### src/rtl/bicubic_line_writer.sv
// Bicubic upscaler line-buffer writer.
// Packs a raster pixel stream (tuser = SOF, tlast = EOL) into PACK-pixel words
// and writes them into a ring of LINES line slots of the line-buffer SDPRAM.
// Tracks slot occupancy against reader releases and back-pressures when full.
// Ports:
//   clk, areset                   : clock, async active-high reset
//   s_tdata/tvalid/tready/tuser/tlast : pixel stream in
//   ram_addr/ram_data/ram_wren    : SDPRAM port A write
//   line_release                  : reader frees the oldest filled slot
//   line_done/line_slot           : line-complete pulse and its slot
//   lines_used                    : filled-and-unreleased slot count
//   frame_start                   : SOF acceptance pulse
//   err_short/err_long            : sticky line-length error flags
module bicubic_line_writer #(
   parameter int unsigned PIXEL_WIDTH = 24,
   parameter int unsigned PACK        = 2,
   parameter int unsigned LINE_WIDTH  = 1920,
   parameter int unsigned LINES       = 4,
   localparam int unsigned WPL        = LINE_WIDTH / PACK,
   localparam int unsigned WORD_AW    = $clog2(WPL),
   localparam int unsigned SLOT_AW    = $clog2(LINES),
   localparam int unsigned ADDR_WIDTH = SLOT_AW + WORD_AW
) (
   input  logic                          clk,
   input  logic                          areset,
   input  logic [PIXEL_WIDTH-1:0]        s_tdata,
   input  logic                          s_tvalid,
   output logic                          s_tready,
   input  logic                          s_tuser,
   input  logic                          s_tlast,
   output logic [ADDR_WIDTH-1:0]         ram_addr,
   output logic [PIXEL_WIDTH*PACK-1:0]   ram_data,
   output logic                          ram_wren,
   input  logic                          line_release,
   output logic                          line_done,
   output logic [SLOT_AW-1:0]            line_slot,
   output logic [SLOT_AW:0]              lines_used,
   output logic                          frame_start,
   output logic                          err_short,
   output logic                          err_long
);

   localparam int unsigned LANE_W = (PACK > 1) ? $clog2(PACK) : 1;
   localparam int unsigned DATA_W = PIXEL_WIDTH * PACK;
   localparam int unsigned CNT_W  = SLOT_AW + 1;
   localparam int unsigned PEND_W = CNT_W + 1;

   typedef enum logic [1:0] {IDLE, ACTIVE, DROP} state_t;

   state_t               state_q, state_n;
   logic [SLOT_AW-1:0]   slot_q, slot_n, slot_b;
   logic [WORD_AW-1:0]   word_q, word_n, word_b;
   logic [LANE_W-1:0]    lane_q, lane_n, lane_b;
   logic [DATA_W-1:0]    buf_q, buf_n, buf_b;

   logic                 s_tready_n;
   logic [ADDR_WIDTH-1:0] ram_addr_n;
   logic [DATA_W-1:0]    ram_data_n;
   logic                 ram_wren_n;
   logic                 line_done_n;
   logic [SLOT_AW-1:0]   line_slot_n;
   logic [CNT_W-1:0]     lines_used_n;
   logic                 frame_start_n;
   logic                 err_short_n;
   logic                 err_long_n;

   logic                 accept;
   logic                 sof;
   logic                 take;
   logic                 last_px;
   logic                 end_line;
   logic [DATA_W-1:0]    word_v;
   logic [PEND_W-1:0]    pend;

   // State and output registers
   always_ff @(posedge clk or posedge areset) begin
      if (areset) begin
         state_q     <= IDLE;
         slot_q      <= '0;
         word_q      <= '0;
         lane_q      <= '0;
         buf_q       <= '0;
         s_tready    <= 1'b0;
         ram_addr    <= '0;
         ram_data    <= '0;
         ram_wren    <= 1'b0;
         line_done   <= 1'b0;
         line_slot   <= '0;
         lines_used  <= '0;
         frame_start <= 1'b0;
         err_short   <= 1'b0;
         err_long    <= 1'b0;
      end else begin
         state_q     <= state_n;
         slot_q      <= slot_n;
         word_q      <= word_n;
         lane_q      <= lane_n;
         buf_q       <= buf_n;
         s_tready    <= s_tready_n;
         ram_addr    <= ram_addr_n;
         ram_data    <= ram_data_n;
         ram_wren    <= ram_wren_n;
         line_done   <= line_done_n;
         line_slot   <= line_slot_n;
         lines_used  <= lines_used_n;
         frame_start <= frame_start_n;
         err_short   <= err_short_n;
         err_long    <= err_long_n;
      end
   end

   // Next-state: packing, line framing, occupancy and back-pressure
   always_comb begin
      state_n       = state_q;
      slot_n        = slot_q;
      word_n        = word_q;
      lane_n        = lane_q;
      buf_n         = buf_q;
      ram_addr_n    = ram_addr;
      ram_data_n    = ram_data;
      ram_wren_n    = 1'b0;
      line_done_n   = 1'b0;
      line_slot_n   = line_slot;
      lines_used_n  = lines_used;
      frame_start_n = 1'b0;
      err_short_n   = err_short;
      err_long_n    = err_long;
      slot_b        = slot_q;
      word_b        = word_q;
      lane_b        = lane_q;
      buf_b         = buf_q;
      take          = 1'b0;
      last_px       = 1'b0;
      end_line      = 1'b0;
      word_v        = '0;
      pend          = '0;
      s_tready_n    = 1'b1;

      accept = s_tvalid & s_tready;
      sof    = accept & s_tuser;

      if (accept) begin
         unique case (state_q)
            IDLE:    take = s_tuser;
            ACTIVE:  take = 1'b1;
            DROP: begin
               take = s_tuser;
               if (!s_tuser && s_tlast) state_n = ACTIVE;
            end
            default: take = 1'b0;
         endcase
      end

      // SOF abandons any partial line; the pixel then starts the new frame
      if (sof) begin
         state_n       = ACTIVE;
         frame_start_n = 1'b1;
         err_short_n   = 1'b0;
         err_long_n    = 1'b0;
         slot_b        = '0;
         word_b        = '0;
         lane_b        = '0;
         buf_b         = '0;
         slot_n        = '0;
         word_n        = '0;
         lane_n        = '0;
         buf_n         = '0;
      end

      if (take) begin
         word_v = buf_b;
         word_v[lane_b*PIXEL_WIDTH +: PIXEL_WIDTH] = s_tdata;
         last_px  = (word_b == WORD_AW'(WPL - 1)) && (lane_b == LANE_W'(PACK - 1));
         end_line = last_px || s_tlast;

         if (end_line || (lane_b == LANE_W'(PACK - 1))) begin
            ram_wren_n = 1'b1;
            ram_addr_n = {slot_b, word_b};
            ram_data_n = word_v;
         end

         if (end_line) begin
            line_done_n = 1'b1;
            line_slot_n = slot_b;
            slot_n      = slot_b + SLOT_AW'(1);
            word_n      = '0;
            lane_n      = '0;
            buf_n       = '0;
            if (s_tlast && !last_px) err_short_n = 1'b1;
            // Overlong line: close it here and discard up to the next tlast
            if (last_px && !s_tlast) begin
               err_long_n = 1'b1;
               state_n    = DROP;
            end
         end else if (lane_b == LANE_W'(PACK - 1)) begin
            word_n = word_b + WORD_AW'(1);
            lane_n = '0;
            buf_n  = '0;
         end else begin
            lane_n = lane_b + LANE_W'(1);
            buf_n  = word_v;
         end
      end

      // Occupancy follows the registered line_done pulse; restart wins
      if (sof) begin
         lines_used_n = '0;
      end else if (line_done && !line_release) begin
         lines_used_n = lines_used + CNT_W'(1);
      end else if (!line_done && line_release && (lines_used != '0)) begin
         lines_used_n = lines_used - CNT_W'(1);
      end

      // Count a line whose done pulse is still in flight so no slot is overrun
      pend = {1'b0, lines_used_n} + PEND_W'(line_done_n);
      if (state_n == ACTIVE) s_tready_n = (pend < PEND_W'(LINES));
   end

endmodule

### config.mk
export PLATFORM = sky130hd
export DESIGN_NAME = bicubic_line_writer
export DESIGN_NICKNAME = d
export VERILOG_FILES = /design/src/rtl/bicubic_line_writer.sv
export SDC_FILE = /design/constraint.sdc
export NUM_CORES = 1
export LEC_CHECK = 0
export ABC_AREA = 1
export CAP_MARGIN = 10
export CORE_MARGIN = 5
export CORE_UTILIZATION = 53
export CTS_CLUSTER_DIAMETER = 100
export DETAILED_ROUTE_END_ITERATION = 6
export PLACE_DENSITY = 0.86
export SYNTH_ARGS = -nofsm -noshare
export SYNTH_HDL_FRONTEND = slang
export SYNTH_SLANG_ARGS = --single-unit
export TNS_END_PERCENT = 20
### constraint.sdc
create_clock -name clk -period 5.6 [get_ports clk]
set_input_delay 0.56 -clock clk [delete_from_list [all_inputs] [get_ports clk]]
set_output_delay 0.56 -clock clk [all_outputs]
set_load 0.1 [all_outputs]
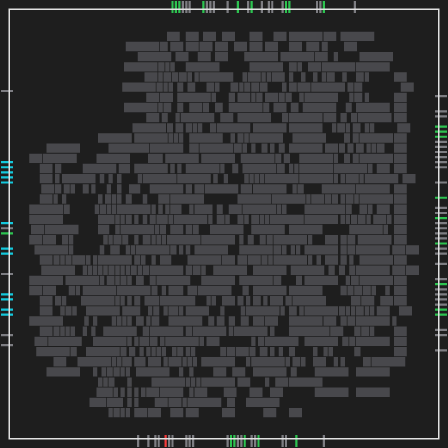
Figure 1: pin placement.
Pins as bars across the die edge, other pins in grey.
ram_addr -> cyan  # pins 12, direction output, edge west
s_tdata -> green  # pins 24, direction input, edge 9 east, 9 north, 5 south, 1 west
s_tready -> red  # pins 1, direction output, edge south

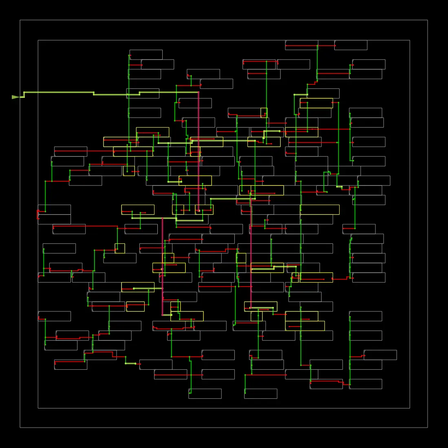
Figure 2: clock routing.
clock insertion delay at the later pin of the skew report: 510 ps
number of flip-flops and latches: 134
# clock sinks: 134
number of clock buffer instances in the layout: 18

==> Table 3: Implementation characteristics <==
Physical implementation characteristics

Parameter                              Value

Run status
  Run status .................. completed

Finish
  Total area of sequential cells .................. 3350 um2
  Final cell count without fillers .................. 858
  Largest registers in the final layout .................. buf_q: 48 flops, ram_data: 48 flops, ram_addr: 12 flops
  N_diodes .................. 0
  Fill cells .................. 802
  Proportion of layout cells with a drive suffix above 1 .................. 7.10%
  Area Growth Syn to Fin .................. 27.7%
  Post-layout nets .................. 739
  Logic area .................. roughly 2100 um2
  Util after Layout .................. about two thirds

Worst hold path
  Hold depth .................. 2
  Startpoint of the tightest hold check path .................. ram_addr[7]
  Hold-critical path endpoint .................. ram_addr[7]
  Worst min path class .................. flop to flop

Die
  Rows .................. 38
  Horiz. Die Dim .................. 114 um
  Top-Level Pins .................. 101
  Floorplan core density .................. a little over half
  Total die size .................. 13100 um2
  Core Footprint .................. 10800 um2
  Die Height .................. 114 um

Worst setup path
  CP Cell Sequence .................. clkdlybuf4s50_1 -> nand3_4 -> nand2_4 -> nand2_2 -> nand2_4 -> clkinv_2 -> buf_4 -> nor2_1 -> a31oi_1
  Launch point of the worst reg-to-reg path .................. lane_q
  Startpoint of the worst setup timing path .................. s_tuser
  Most prevalent standard cell on the critical path .................. sky130_fd_sc_hd__nand2_4
  Cell family contributing the most delay on the critical path .................. buffers and inverters
  Worst reg2reg path endpoint .................. ram_data[16]
  Worst r2r path cells .................. 7
  Number of buffer and inverter stages on the critical path .................. 3
  Required arrival time at the worst endpoint .................. about 6000 ps
  Slowest CP cell .................. sky130_fd_sc_hd__clkinv_2
  Critical path arrival .................. 3790 ps
  Worst Setup EP .................. ram_data[16]
  Slowest stage delay, CP .................. 820 ps
  Worst Path Max Fanout .................. 85
  Critical Setup Path Class .................. input pin to flop
  Startpoint types .................. input pin
  Depth of the critical timing path with buffers and inverters included .................. 9
  Reg-to-reg slack, setup .................. 2230 ps
  Sort of element at the end of the critical path .................. flop

Clocking
  TritonCTS clock tree .................. yes
  Cells resized by post-CTS repair .................. 0
  Library cell used as clock root buffer .................. sky130_fd_sc_hd__clkbuf_8
  Clock-pin transition on the worst setup and hold timing paths .................. 60 ps
  Post-CTS Setup Bufs .................. 0
  Hold buffer count at CTS .................. 0
  Number of CTS-inserted buffers .................. 17
  Clock H-tree levels .................. 4
  Clock tree buffer depth .................. 2

Final timing
  Setup_tns .................. 0 ps
  Time the final worst path needs with I/O delays and setup .................. 3420 ps
  Final Max-Slew Violation Tally .................. 0
  Worst hold slack across all endpoints .................. slightly below 500 ps
  Max transition margin .................. 19.2%
  Clock skew .................. between 9 and 10 ps
  Final hold viol count .................. 0
  Unrepaired setup endpoints after global routing .................. false
  Worst slew pin tran .................. 1210 ps
  Final number of setup-violating endpoints .................. 0
  Post-layout period usage of the worst path .................. 61.0%
  Maximum achievable frequency .................. 293 MHz

Route
  Number of remaining DRC errors .................. 0
  Final routed wire length divided by cell count .................. 16.5 um
  Met3 wirelength from detailed routing .................. 949 um
  Uppermost layer routed .................. met4
  Vias per cell .................. 5.70
  1st-pass router iterations .................. 6
  Met2 Routed Length .................. between 7000 and 8000 um
  M1 WL .................. roughly 5800 um
  Final wirelength .................. roughly 14000 um
  Number of design-rule violations left by the first detailed-router iteration .................. 528
  Total number of vias .................. ~4900
  Residual antenna-violating net count after detailed routing .................. 0

Synth
  Netlist Area Pre-Place .................. around 5800 um2
  Post-synthesis area per instance .................. 9.23 um2
  Top-count cell post-synth .................. sky130_fd_sc_hd__dfrtp_1
  Number of enable flip-flop cells .................. 0
  Yosys stat area .................. 5790 um2
  Cell count listed in synth_stat.txt .................. 627
  Synth Instances .................. 627
  Dominant cells by area after synthesis .................. sky130_fd_sc_hd__dfrtp_1 58%, sky130_fd_sc_hd__nand3_1 7.8%, sky130_fd_sc_hd__nand2_1 7.4%, sky130_fd_sc_hd__nor2_1 6.2%, sky130_fd_sc_hd__a31oi_1 5.2%
  Synth cell types .................. 30
  Biggest area consumer among synthesized cells .................. sky130_fd_sc_hd__dfrtp_1
  Register bit count reported by yosys .................. 134
  Synthesized Nets .................. around 660
  Sequential cell area fraction in the yosys report .................. 58.0%
  Max-area cell share .................. 58.0%
  Number of synthesis warnings .................. 0
  Most frequent cells after synthesis .................. 134 x sky130_fd_sc_hd__dfrtp_1, 114 x sky130_fd_sc_hd__nand2_1, 95 x sky130_fd_sc_hd__nor2_1
  Share of synthesized registers carrying an async set or reset .................. 100%
  Main synth FF type .................. sky130_fd_sc_hd__dfrtp_1

GRT
  Vias in the first global route .................. around 4900
  GR Layer Usage met1 .................. 27.9%
  Met2 track utilization from global routing .................. 37.1%
  Total routing resource utilization after global routing .................. 22.0%
  Maximum number of pins on one net before global-route repair .................. between 100 and 150
  Global-route wire length before repair .................. 23200 um
  Initial antenna violation count .................. 0
  Met3 track demand over resource .................. approximately 4.4%
  GRT overflow .................. 0
  Top Usage Layer GRT .................. met2

Placed design
  Total placed cells including tap cells .................. 826
  Placer Congestion .................. 0.871
  Half-perimeter wire length after detailed placement .................. 8500 um
  I/O Buffers .................. about 100

Run
  Max_cap viols .................. 0
  Tool warnings .................. 30
## final cells by class
type	instances	share of cell area, %
tap	140	2.37
sequential	134	45.4
multi-input combinational	413	28.3
clock buffer	18	5.79
inverter	36	1.90
clock inverter	14	2.35
timing repair buffer	103	13.9
## worst register-to-register path, cell delays in order, from the launching register on
cell and delay, ps:
sky130_fd_sc_hd__dfrtp_2 750, sky130_fd_sc_hd__nand2_4 490, sky130_fd_sc_hd__nand2_2 140, sky130_fd_sc_hd__nand2_4 220
sky130_fd_sc_hd__clkinv_2 820, sky130_fd_sc_hd__buf_4 590, sky130_fd_sc_hd__nor2_1 170, sky130_fd_sc_hd__a31oi_1 60
## placed cells by master, fill, tap and decap left out, types with 4 or more instances in the layout
cell                                n
sky130_fd_sc_hd__nor2_1            95
sky130_fd_sc_hd__a31oi_1           48
sky130_fd_sc_hd__nand3_1           90
sky130_fd_sc_hd__clkinv_2           4
sky130_fd_sc_hd__o21ai_0           16
sky130_fd_sc_hd__inv_1             30
sky130_fd_sc_hd__clkinvlp_4         4
sky130_fd_sc_hd__nand2_1          114
sky130_fd_sc_hd__clkbuf_16         16
sky130_fd_sc_hd__ha_1               4
sky130_fd_sc_hd__a32o_1            24
sky130_fd_sc_hd__dfrtp_1          133
sky130_fd_sc_hd__clkdlybuf4s50_1  100
## logic make-up (layout without fill, tap and decap cells)
kind of cell | count (synthesis) | after routing | share of synthesized area (%)
buf+inv | 80 | 171 | 6.01
compound gates | 93 | 93 | 11.3
fa+ha+maj | 4 | 4 | 0.865
simple gates | 312 | 312 | 23.2
xor+xnor | 4 | 4 | 0.606
flops | 134 | 134 | 58.0
## per-stage QoR
stage               setup WS (ps)  cell area (um2)
floorplan                    1460             5790
global placement             1830             6790
detailed placement           1680             6790
CTS                          2210             7390
global route                 1810             7390
finish                       2180             7390
